==> images/final_congestion.png <==
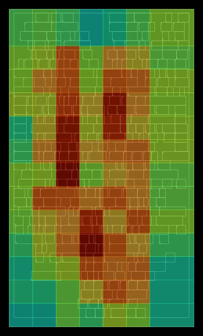
==> images/port_nets.png <==
(6 px per micron)
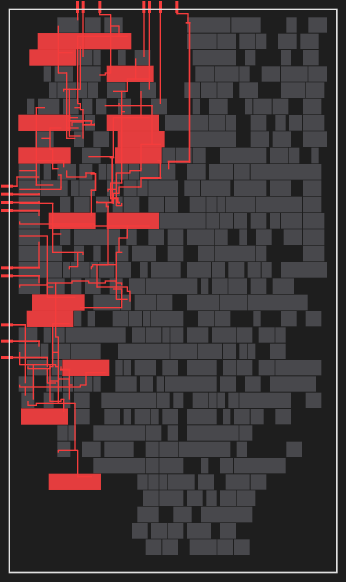
**src/rtl/pipeline_hazard_ctrl.sv**
```systemverilog
// Hazard control for the ID/EX boundary: detects load-use and taken-branch hazards,
// sequences one-cycle stalls and multi-cycle flushes, and keeps saturating event counters.
module pipeline_hazard_ctrl #(
  parameter int FLUSH_DEPTH = 1,
  parameter int CNT_W       = 16
) (
  input  logic             clk,
  input  logic             rst_n,
  input  logic [10:0]      EX_control_words,
  input  logic [14:0]      EX_rs_rt_rd,
  input  logic [4:0]       ID_rs,
  input  logic [4:0]       ID_rt,
  input  logic             ID_uses_rt,
  input  logic             branch_taken,
  output logic             pc_write_en,
  output logic             if_id_write_en,
  output logic             if_id_flush,
  output logic             id_ex_bubble,
  output logic [CNT_W-1:0] stall_cycles,
  output logic [CNT_W-1:0] flush_cycles
);

  typedef enum logic [1:0] {RUN, LU_STALL, FLUSH} state_t;

  localparam logic [2:0] FLUSH_INIT = 3'(FLUSH_DEPTH - 1);

  state_t     state, state_nxt;
  logic [2:0] flush_left, flush_left_nxt;
  logic       stall_evt, flush_evt;
  logic [4:0] ex_rt;
  logic       ex_mem_read;
  logic       load_use;

  assign ex_rt       = EX_rs_rt_rd[9:5];
  assign ex_mem_read = EX_control_words[7];
  assign load_use    = ex_mem_read && (ex_rt != 5'd0) &&
                       ((ex_rt == ID_rs) || (ID_uses_rt && (ex_rt == ID_rt)));

  // NOTE: sequential state uses non-blocking assignments so every flop samples pre-edge values.
  always_ff @(posedge clk) begin
    if (!rst_n) begin
      state        <= RUN;
      flush_left   <= 3'd0;
      stall_cycles <= '0;
      flush_cycles <= '0;
    end else begin
      state      <= state_nxt;
      flush_left <= flush_left_nxt;
      if (stall_evt && (stall_cycles != '1)) stall_cycles <= stall_cycles + CNT_W'(1);
      if (flush_evt && (flush_cycles != '1)) flush_cycles <= flush_cycles + CNT_W'(1);
    end
  end

  // NOTE: every combinational output gets a default first, so no path can infer a latch.
  always_comb begin
    state_nxt      = state;
    flush_left_nxt = flush_left;
    stall_evt      = 1'b0;
    flush_evt      = 1'b0;
    unique case (state)
      RUN, LU_STALL: begin
        if (branch_taken) begin
          flush_evt = 1'b1;
          if (FLUSH_DEPTH > 1) begin
            state_nxt      = FLUSH;
            flush_left_nxt = FLUSH_INIT;
          end else begin
            state_nxt = RUN;
          end
        end else if ((state == RUN) && load_use) begin
          // In LU_STALL, EX already holds the bubble, so the old match is stale.
          stall_evt = 1'b1;
          state_nxt = LU_STALL;
        end else begin
          state_nxt = RUN;
        end
      end
      FLUSH: begin
        flush_evt      = 1'b1;
        flush_left_nxt = flush_left - 3'd1;
        if (flush_left == 3'd1) state_nxt = RUN;
      end
      default: begin
        state_nxt      = RUN;
        flush_left_nxt = 3'd0;
      end
    endcase
  end

  always_comb begin
    pc_write_en    = 1'b1;
    if_id_write_en = 1'b1;
    if_id_flush    = 1'b0;
    id_ex_bubble   = 1'b0;
    if (!rst_n) begin
      pc_write_en    = 1'b0;
      if_id_write_en = 1'b0;
      if_id_flush    = 1'b1;
      id_ex_bubble   = 1'b1;
    end else begin
      unique case (state)
        RUN, LU_STALL: begin
          if (branch_taken) begin
            if_id_flush  = 1'b1;
            id_ex_bubble = 1'b1;
          end else if ((state == RUN) && load_use) begin
            pc_write_en    = 1'b0;
            if_id_write_en = 1'b0;
            id_ex_bubble   = 1'b1;
          end
        end
        FLUSH: begin
          if_id_flush  = 1'b1;
          id_ex_bubble = 1'b1;
        end
        default: ;
      endcase
    end
  end

endmodule
```
**config.mk**
```make
export PLATFORM = sky130hd
export DESIGN_NAME = pipeline_hazard_ctrl
export DESIGN_NICKNAME = d
export VERILOG_FILES = /design/src/rtl/pipeline_hazard_ctrl.sv
export SDC_FILE = /design/constraint.sdc
export NUM_CORES = 1
export LEC_CHECK = 0
export ABC_CLOCK_PERIOD_IN_PS = 1700
export CAP_MARGIN = 20
export CORE_ASPECT_RATIO = 1.75
export CORE_UTILIZATION = 39
export DETAILED_ROUTE_END_ITERATION = 10
export HOLD_SLACK_MARGIN = 0.06
export PLACE_DENSITY = 0.76
export SYNTH_ARGS = -nofsm -noshare
export SYNTH_HDL_FRONTEND = slang
export SYNTH_SLANG_ARGS = --single-unit
```
**constraint.sdc**
```tcl
create_clock -name clk -period 1.7 [get_ports clk]
set_input_delay 0.17 -clock clk [delete_from_list [all_inputs] [get_ports clk]]
set_output_delay 0.17 -clock clk [all_outputs]
set_load 0.05 [all_outputs]
```
==> ci_impl_report.md <==
### Yosys + OpenROAD results

| Metric | Value |
|---|---|
| Status | `complete, but fails checks` |
| Failing checks | `negative setup slack` |
| DP HPWL | `4170 microns` |
| Syn_area_per_cell | `8.35 sq um` |
| Worst IR drop on VDD | `488 uV` |
| # Cells Yosys | `224` |
| Final instance area | `3180 sq um` |
| Die span in y | `93.6 microns` |
| # setup viols final | `17` |
| Hold Path End | `flush_cycles[8]` |
| Die width | `54.4 microns` |
| Synth-to-Final Area Change | `70.0%` |
| Placed instance area | `2850 sq um` |
| Signal buffers share of area | `30.5%` |
| Global-route wire length before repair | `9030 microns` |
| Flop area | `741 sq um` |
| Tapcell Cnt | `52` |
| Placeable Area | `4620 sq um` |
| WP data arrival | `2000 ps` |
| Crit. Startpoint | `stall_cycles[6]` |
| Routed Antenna Nets | `0` |
| Setup Buffers After CTS | `3` |
| Chip area | `5090 sq um` |
| DR iter-0 viols | `51` |
| Final hold vios | `0` |
| Slew margin rel. | `64.9%` |
| Slowest library cell on the worst path | `or4_4` |
| Int Power | `1260 uW` |
| PD cells | `534 nW/um^2` |
| Ratio of cells with drive above 1 in the final layout | `45.9%` |
| CP endpoint kind | `flip-flop` |
| Comb. pwr | `280 uW` |
| Final WL | `5940 microns` |
| Combinational gate count | `178` |
| # resized after CTS | `58` |
| Comb area leader | `simple AND/OR/NAND/NOR gates` |
| Clk_buf instances | `7` |
| Cells after Synth | `224` |
| Number of hold buffers added after cts | `0` |
| Hold path depth | `1` |
| Setup WS pre-CTS | `-570 ps` |
| Comb area | `1290 sq um` |
| H-tree Lvls | `2` |
| Critical path buffers and inverters | `1` |
| Unrepaired setup endpoints after global routing | `yes` |
| Commonest flop | `dfxtp_1` |
| Max-cap violations | `0` |
| Peak Freq | `558 MHz` |
| Min Tclk post-route | `1790 ps` |
| Yosys xor share | `8.90%` |
| Worst reg2reg startpoint | `stall_cycles[6]` |
| Clock power frac | `38.6%` |
| Worst min path class | `reg2reg` |
| Initial antenna violation count | `0` |
| Row count | `33` |
| Delay-heaviest family, CP | `simple AND/OR/NAND/NOR gates` |
| Final worst setup slack | `-93.4 ps` |
| Yosys Warn Count | `0` |
| P_seq | `763 uW` |
| TNS Setup | `-528 ps` |
| Crit-path max cell delay | `440 ps` |
| Flop pwr share | `44.9%` |
| DRT Pass-1 Iters | `4` |
| Hold_sp | `flush_cycles[8]` |
| CP startpoint kind | `flip-flop` |
| # placed instances | `361` |
| Met3 Resource Use GR | `4.23%` |
| Mux frac, synth | `2.68%` |
| Clk slew on worst S/H paths | `70 ps` |
| WHS | `466 ps` |
| Fraction of registers with async set/reset | `0%` |
| Final Cycle Share | `105%` |
| Clk buf depth | `2` |
| CTS Buf Count | `5` |
| Total power | `1700 uW` |
| Adder-cell share of the synthesized area | `1.34%` |
| Final Max Slew Viols | `0` |
| R2r worst-path depth | `6` |
| DR vias/cell | `5.73` |
| Top Layout Cells | `buf_4 (63), nor2_1 (19), nand2_1 (19)` |
| Top area cell types | `dfxtp_1 (35%), xor2_1 (4.7%), nor2_1 (4.4%)` |
| Aoi share | `15.7%` |
-- final_congestion.png (at the start) --
GRT met1 Usage: 22.3%
GRT busiest layer: met2
Overall Global Routing Usage: 24.3%
Layout Utilization: 68.8%
DR WL/cell: 15.6 microns

-- port_nets.png (at the start) --
legend:
  flush_cycles:
    colour: red
    direction: output
    end_cells: 16
    buffers: 16
    wire: 685 microns
I/O pins: 76
# port buffers: 55

Yosys cell counts, drive strengths merged (2+ instances only):
library cell,number
dfxtp,33
nor2,22
nand2,19
a21oi,14
nor4,11
nand3,10
xor2,10
xnor2,9
nand4,8
or4,8
clkbuf,7
nand2b,7
and3,6
o21ai,6
o31ai,6
a31oi,5
mux2i,5
nor3,5
or3,4
buf,3
inv,3
nor3b,3
ha,2
nor4b,2
o21a,2
o31a,2
o41ai,2
sequential cells by signal, indices dropped and copies added, names as in the netlist:
| name | cells |
|---|---|
| state | 1 |
| flush_cycles | 16 |
| stall_cycles | 16 |
Power and IR drop assume default switching activity.
